## config.mk

```make
export PLATFORM = sky130hd
export DESIGN_NAME = t05_hd_decode_gen_flat
export DESIGN_NICKNAME = d
export VERILOG_FILES = /design/src/rtl/t05_hd_decode_gen_if.sv /design/src/rtl/t05_hd_decode_gen.sv /design/src/flat_wrapper.sv
export SDC_FILE = /design/constraint.sdc
export NUM_CORES = 1
export LEC_CHECK = 0
export CAP_MARGIN = 5
export CORE_ASPECT_RATIO = 2
export CORE_MARGIN = 2
export CORE_UTILIZATION = 47
export CTS_CLUSTER_SIZE = 25
export DETAILED_ROUTE_END_ITERATION = 12
export GPL_TIMING_DRIVEN = 0
export PLACE_DENSITY = 0.84
export SYNTH_ARGS = -nofsm -noshare
export SYNTH_HDL_FRONTEND = slang
export SYNTH_SLANG_ARGS = --single-unit
```

## constraint.sdc

```tcl
create_clock -name clk -period 7.4 [get_ports clk]
set_input_delay 1.48 -clock clk [delete_from_list [all_inputs] [get_ports clk]]
set_output_delay 1.48 -clock clk [all_outputs]
set_load 0.05 [all_outputs]
```

## src/rtl/t05_hd_decode_gen_if.sv

```systemverilog
// Header-decoder bus: byte-wide SPI input handshake plus acknowledged codebook SRAM write port.
// master = the decoder side, slave = the stream source / SRAM side.
interface t05_hd_decode_gen_if #(
   parameter int CHAR_W    = 8,
   parameter int MAX_DEPTH = 128,
   parameter int LEN_W     = 8
);
   logic [7:0]           spi_data;
   logic                 spi_valid;
   logic                 spi_ready;
   logic                 sram_wr_en;
   logic                 sram_ack;
   logic [CHAR_W-1:0]    sram_addr;
   logic [MAX_DEPTH-1:0] sram_data;
   logic [LEN_W-1:0]     sram_len;

   modport master (
      input  spi_data, spi_valid, sram_ack,
      output spi_ready, sram_wr_en, sram_addr, sram_data, sram_len
   );

   modport slave (
      output spi_data, spi_valid, sram_ack,
      input  spi_ready, sram_wr_en, sram_addr, sram_data, sram_len
   );
endinterface

```

## src/rtl/t05_hd_decode_gen.sv

```systemverilog
// Huffman header decoder: pre-order code tree + total count from SPI bytes, one codebook write per leaf.
// Optional T05_HD_LEAF_CNT_EN adds a leaf_count output and duplicate-symbol detection.
module t05_hd_decode_gen #(
   parameter int CHAR_W    = 8,
   parameter int MAX_DEPTH = 128,
   parameter int TOT_W     = 32,
   parameter int LEN_W     = 8
) (
   input  logic                 clk,
   input  logic                 rst,
   input  logic                 hd_enable,
   input  logic                 start,
   t05_hd_decode_gen_if.master  bus,
   output logic [TOT_W-1:0]     tot_chars,
   output logic                 finished,
   output logic                 error,
   output logic                 busy
`ifdef T05_HD_LEAF_CNT_EN
   ,
   output logic [CHAR_W:0]      leaf_count
`endif
);

   localparam int CNT_MAX = (TOT_W > CHAR_W) ? TOT_W : CHAR_W;
   localparam int BC_W    = $clog2(CNT_MAX) + 1;

   typedef enum logic [2:0] {
      S_IDLE, S_NODE, S_SYM, S_EMIT, S_POP, S_TOT, S_DONE, S_ERR
   } state_t;

   state_t               state_q, state_d;
   logic [7:0]           buf_q, buf_d;
   logic [3:0]           cnt_q, cnt_d;
   logic [MAX_DEPTH-1:0] path_q, path_d;
   logic [LEN_W-1:0]     depth_q, depth_d;
   logic [CHAR_W-1:0]    sym_q, sym_d;
   logic [BC_W-1:0]      bc_q, bc_d;
   logic [TOT_W-1:0]     tot_q, tot_d;
   logic                 fin_q, fin_d;
   logic                 err_q, err_d;
`ifdef T05_HD_LEAF_CNT_EN
   logic [CHAR_W:0]          lc_q, lc_d;
   logic [2**CHAR_W-1:0]     seen_q, seen_d;
`endif

   logic                 need_bit;
   logic                 take_bit;
   logic                 cur_bit;
   logic                 spi_rdy;
   logic [CHAR_W-1:0]    sym_shift;
   logic                 wr_en;
   logic [CHAR_W-1:0]    wr_addr;
   logic [MAX_DEPTH-1:0] wr_data;
   logic [LEN_W-1:0]     wr_len;

   assign need_bit  = (state_q == S_NODE) || (state_q == S_SYM) || (state_q == S_TOT);
   assign cur_bit   = buf_q[7];
   assign take_bit  = hd_enable && need_bit && (cnt_q != 4'd0);
   assign spi_rdy   = hd_enable && need_bit && (cnt_q == 4'd0);
   assign sym_shift = {sym_q[CHAR_W-2:0], cur_bit};

   always_comb begin
      state_d = state_q;
      buf_d   = buf_q;
      cnt_d   = cnt_q;
      path_d  = path_q;
      depth_d = depth_q;
      sym_d   = sym_q;
      bc_d    = bc_q;
      tot_d   = tot_q;
      fin_d   = fin_q;
      err_d   = err_q;
`ifdef T05_HD_LEAF_CNT_EN
      lc_d    = lc_q;
      seen_d  = seen_q;
`endif
      wr_en   = 1'b0;
      wr_addr = '0;
      wr_data = '0;
      wr_len  = '0;

      // Loading and consuming are exclusive: a byte is only accepted with the buffer empty.
      if (bus.spi_valid && spi_rdy) begin
         buf_d = bus.spi_data;
         cnt_d = 4'd8;
      end else if (take_bit) begin
         buf_d = {buf_q[6:0], 1'b0};
         cnt_d = cnt_q - 4'd1;
      end

      if (!hd_enable) begin
         state_d = S_IDLE;
         buf_d   = '0;
         cnt_d   = 4'd0;
      end else begin
         case (state_q)
            S_IDLE, S_DONE, S_ERR: begin
               if (start) begin
                  state_d = S_NODE;
                  buf_d   = '0;
                  cnt_d   = 4'd0;
                  path_d  = '0;
                  depth_d = '0;
                  sym_d   = '0;
                  bc_d    = '0;
                  tot_d   = '0;
                  fin_d   = 1'b0;
                  err_d   = 1'b0;
`ifdef T05_HD_LEAF_CNT_EN
                  lc_d    = '0;
                  seen_d  = '0;
`endif
               end
            end

            S_NODE: begin
               if (take_bit) begin
                  if (cur_bit) begin
                     state_d = S_SYM;
                     bc_d    = '0;
                  end else if (depth_q == LEN_W'(MAX_DEPTH)) begin
                     state_d = S_ERR;
                     err_d   = 1'b1;
                  end else begin
                     path_d  = {path_q[MAX_DEPTH-2:0], 1'b0};
                     depth_d = depth_q + LEN_W'(1);
                  end
               end
            end

            S_SYM: begin
               if (take_bit) begin
                  sym_d = sym_shift;
                  if (bc_q == BC_W'(CHAR_W - 1)) begin
`ifdef T05_HD_LEAF_CNT_EN
                     if (seen_q[sym_shift]) begin
                        state_d = S_ERR;
                        err_d   = 1'b1;
                     end else begin
                        state_d = S_EMIT;
                     end
`else
                     state_d = S_EMIT;
`endif
                  end else begin
                     bc_d = bc_q + BC_W'(1);
                  end
               end
            end

            S_EMIT: begin
               wr_en   = 1'b1;
               wr_addr = sym_q;
               // A leaf at the root still needs a one-bit code.
               if (depth_q == '0) begin
                  wr_data = '0;
                  wr_len  = LEN_W'(1);
               end else begin
                  wr_data = path_q;
                  wr_len  = depth_q;
               end
               if (bus.sram_ack) begin
                  state_d = S_POP;
`ifdef T05_HD_LEAF_CNT_EN
                  lc_d            = lc_q + 1'b1;
                  seen_d[sym_q]   = 1'b1;
`endif
               end
            end

            S_POP: begin
               // Unwind right branches one level per cycle, then take the next right sibling.
               if (path_q[0] && (depth_q != '0)) begin
                  path_d  = path_q >> 1;
                  depth_d = depth_q - LEN_W'(1);
               end else if (depth_q == '0) begin
                  state_d = S_TOT;
                  bc_d    = '0;
               end else begin
                  path_d[0] = 1'b1;
                  state_d   = S_NODE;
               end
            end

            S_TOT: begin
               if (take_bit) begin
                  tot_d = {tot_q[TOT_W-2:0], cur_bit};
                  if (bc_q == BC_W'(TOT_W - 1)) begin
`ifdef T05_HD_LEAF_CNT_EN
                     if (lc_q != '0) begin
                        state_d = S_DONE;
                        fin_d   = 1'b1;
                     end else begin
                        state_d = S_ERR;
                        err_d   = 1'b1;
                     end
`else
                     state_d = S_DONE;
                     fin_d   = 1'b1;
`endif
                  end else begin
                     bc_d = bc_q + BC_W'(1);
                  end
               end
            end

            default: state_d = S_IDLE;
         endcase
      end
   end

   always_ff @(posedge clk or negedge rst) begin
      if (!rst) begin
         state_q <= S_IDLE;
         buf_q   <= '0;
         cnt_q   <= '0;
         path_q  <= '0;
         depth_q <= '0;
         sym_q   <= '0;
         bc_q    <= '0;
         tot_q   <= '0;
         fin_q   <= 1'b0;
         err_q   <= 1'b0;
`ifdef T05_HD_LEAF_CNT_EN
         lc_q    <= '0;
         seen_q  <= '0;
`endif
      end else begin
         state_q <= state_d;
         buf_q   <= buf_d;
         cnt_q   <= cnt_d;
         path_q  <= path_d;
         depth_q <= depth_d;
         sym_q   <= sym_d;
         bc_q    <= bc_d;
         tot_q   <= tot_d;
         fin_q   <= fin_d;
         err_q   <= err_d;
`ifdef T05_HD_LEAF_CNT_EN
         lc_q    <= lc_d;
         seen_q  <= seen_d;
`endif
      end
   end

   assign bus.spi_ready  = spi_rdy;
   assign bus.sram_wr_en = wr_en;
   assign bus.sram_addr  = wr_addr;
   assign bus.sram_data  = wr_data;
   assign bus.sram_len   = wr_len;

   assign tot_chars = tot_q;
   assign finished  = fin_q;
   assign error     = err_q;
   assign busy      = (state_q != S_IDLE) && (state_q != S_DONE) && (state_q != S_ERR);
`ifdef T05_HD_LEAF_CNT_EN
   assign leaf_count = lc_q;
`endif

endmodule

```

## src/flat_wrapper.sv

```systemverilog
// flat-port wrapper written by rule: the top's interface ports become plain ports
module t05_hd_decode_gen_flat 
#(
   parameter int CHAR_W    = 8,
   parameter int MAX_DEPTH = 128,
   parameter int TOT_W     = 32,
   parameter int LEN_W     = 8
)
  (clk, rst, hd_enable, start, tot_chars, finished, error, busy, bus_spi_data, bus_spi_valid, bus_sram_ack, bus_spi_ready, bus_sram_wr_en, bus_sram_addr, bus_sram_data, bus_sram_len);
  t05_hd_decode_gen_if #(.CHAR_W(CHAR_W), .MAX_DEPTH(MAX_DEPTH), .LEN_W(LEN_W)) bus_i ();
  input  logic clk;
  input  logic rst;
  input  logic hd_enable;
  input  logic start;
  output logic [TOT_W-1:0] tot_chars;
  output logic finished;
  output logic error;
  output logic busy;
  input wire logic [$bits(bus_i.spi_data)-1:0] bus_spi_data;
  input wire logic [$bits(bus_i.spi_valid)-1:0] bus_spi_valid;
  input wire logic [$bits(bus_i.sram_ack)-1:0] bus_sram_ack;
  output wire logic [$bits(bus_i.spi_ready)-1:0] bus_spi_ready;
  output wire logic [$bits(bus_i.sram_wr_en)-1:0] bus_sram_wr_en;
  output wire logic [$bits(bus_i.sram_addr)-1:0] bus_sram_addr;
  output wire logic [$bits(bus_i.sram_data)-1:0] bus_sram_data;
  output wire logic [$bits(bus_i.sram_len)-1:0] bus_sram_len;
  assign bus_i.spi_data = bus_spi_data;
  assign bus_i.spi_valid = bus_spi_valid;
  assign bus_i.sram_ack = bus_sram_ack;
  assign bus_spi_ready = bus_i.spi_ready;
  assign bus_sram_wr_en = bus_i.sram_wr_en;
  assign bus_sram_addr = bus_i.sram_addr;
  assign bus_sram_data = bus_i.sram_data;
  assign bus_sram_len = bus_i.sram_len;
  t05_hd_decode_gen #(.CHAR_W(CHAR_W), .MAX_DEPTH(MAX_DEPTH), .TOT_W(TOT_W), .LEN_W(LEN_W)) u_core (.clk(clk), .rst(rst), .hd_enable(hd_enable), .start(start), .bus(bus_i), .tot_chars(tot_chars), .finished(finished), .error(error), .busy(busy));
endmodule
```

Fig. 1: port wiring
Drawn at 1.5 px/um.
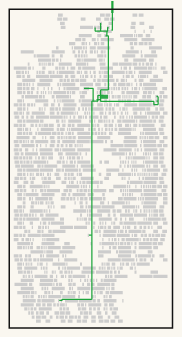
bus_sram_wr_en: marked green, direction output, edge top, end cells 1, buffers 2, wire 319 um.
PortBufs: 192
num ports: 195

Fig. 2: pin map
Drawn at 3 px/um. Pins as bars across the die edge, other pins in gray.
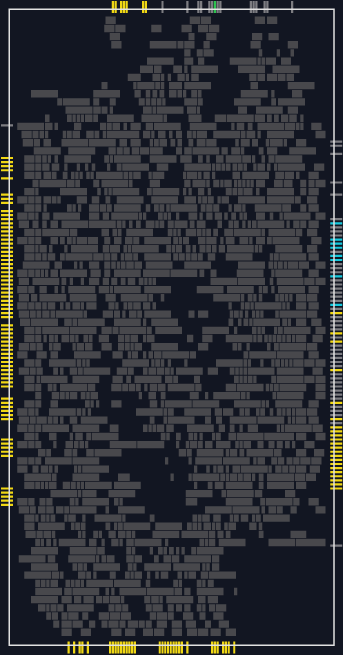
bus_sram_wr_en: marked green, pins 1, direction output, edge top. bus_sram_addr: marked cyan, pins 8, direction output, edge right. bus_sram_data: marked yellow, pins 128, direction output, edge 67 left, 32 bottom, 22 right, 7 top.
die width: 108 um
Die H: 212 um

Fig. 3: signal wires by layer
Drawn at 1.5 px/um. Only two layers are drawn.
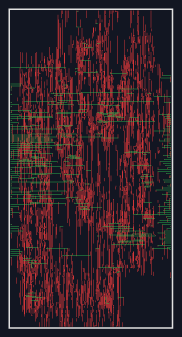
metal 2: marked red, wire length 13900 um. metal 3: marked green, wire length 2250 um.
Tot GR Track Use: 0.253
DRT Wirelength: 28.4 mm
via count: 9727
DR WL/cell: 17.3 um

==> summary.txt <==
flow finished, numbers: Max stage delay on crit path a little under 0.9 ns, Highest Signal Layer met4, area leader, netlist dfrtp_1, Syn Nets between 1000 and 1500, Core Util at FP 0.475, min-delay worst type register to register, CP endpoint kind primary output, Most common cell on crit path clkbuf_1, dpl cells approximately 1600, Metal-1 WL 11.6 mm, Yosys Instances approximately 1100, clock network power share 0.271, Post-Syn Instances between 1000 and 1500, Vias/cell 5.93, status completed, xor-xnor portion of the synthesized cell area 0.00346, fmax around 160 MHz, leakage 5.61 nW, Iter 0 DRT Violations between 700 and 800, DRC 0, Dominant Register Cell dfrtp_1, Signal buffers 302, Avg Inst Size Synth 8.87 um^2, worst path required time slightly below 6 ns, CP Cell Sequence clkbuf_1 -> nand2_1 -> nor3b_2 -> clkbuf_1 -> clkbuf_1 -> a21boi_0 -> clkdlybuf4s50_1, leading power group combinational logic, Most flops, register u_core.path_q, GPL Wtd Cong 0.914, sequential cell area fraction in the yosys report 0.492, largest fanout on the critical path 10, WS Path Type primary input to primary output, Seq power approximately 1.2 mW, Synth async-reset ratio 1.00, met1 Use GR 0.327, clock network area share 0.0452, CTS tree done, NetSw between 1.5 and 2 mW, core region area about 21000 um^2, cycle use final 0.847, Design Area, Final roughly 13000 um^2, Simple Share, Synth 0.208, H-tree depth 4, Top Layout Cells 222 x nand2_1, 199 x dfrtp_1, 191 x clkdlybuf4s50_1, 158 x o21ai_0, 130 x and3_1, max FFs per register between 100 and 150, top cell type's share of synthesized area 0.492, Slowest-stage cell, CP clkdlybuf4s50_1, delay-heaviest family, CP buffers and inverters, most numerous logic cell after layout nand2_1
Fig. 4: placed standard cells
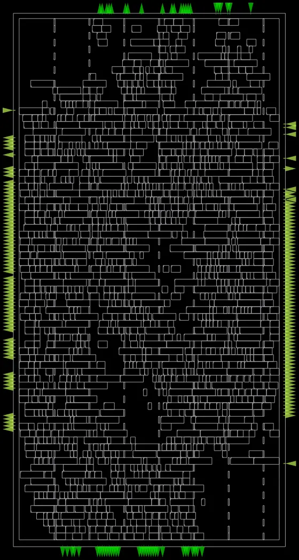
Non-Filler Instances: 1641
Site Rows: 76
fraction of area in registers: 0.382
post-layout util: 0.613
FILL cells: 1808

Fig. 5: signal wires on met2
Drawn at 3 px/um.
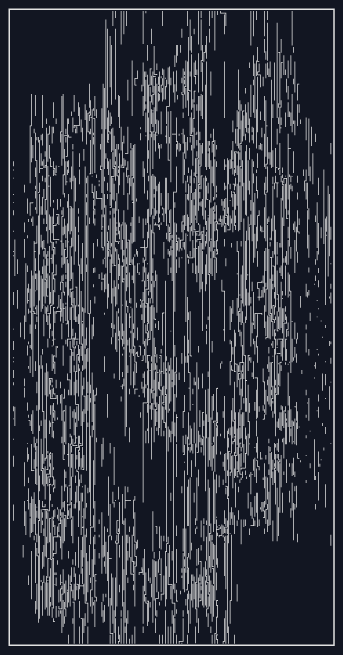
The longest straight run is 132 um. The layer carries 13900 um of wire. The layer holds 49% of the routed length. The wires run mostly vertical.
grt met2 use: 0.411

==> path summary, 6_finish.rpt <==
kind                                                   from                          endpoint  slack [ns]  depth (start not counted)
setup / recovery                                  hd_enable                   bus_sram_len[0]        1.13                          7
hold / removal             u_core.tot_chars[22]$_DFFE_PN0P_  u_core.tot_chars[23]$_DFFE_PN0P_        0.51                          2
setup reg to reg              u_core.state_q[2]$_DFFE_PN0P_     u_core.depth_q[7]$_DFFE_PN0P_        3.28                         11
hold reg to reg            u_core.tot_chars[22]$_DFFE_PN0P_  u_core.tot_chars[23]$_DFFE_PN0P_        0.51                          2
max in group asynchronous                               rst     u_core.depth_q[3]$_DFFE_PN0P_        5.48                          3
min in group asynchronous                               rst     u_core.path_q[97]$_DFFE_PN0P_        1.12                          2
Power and IR drop assume default switching activity.
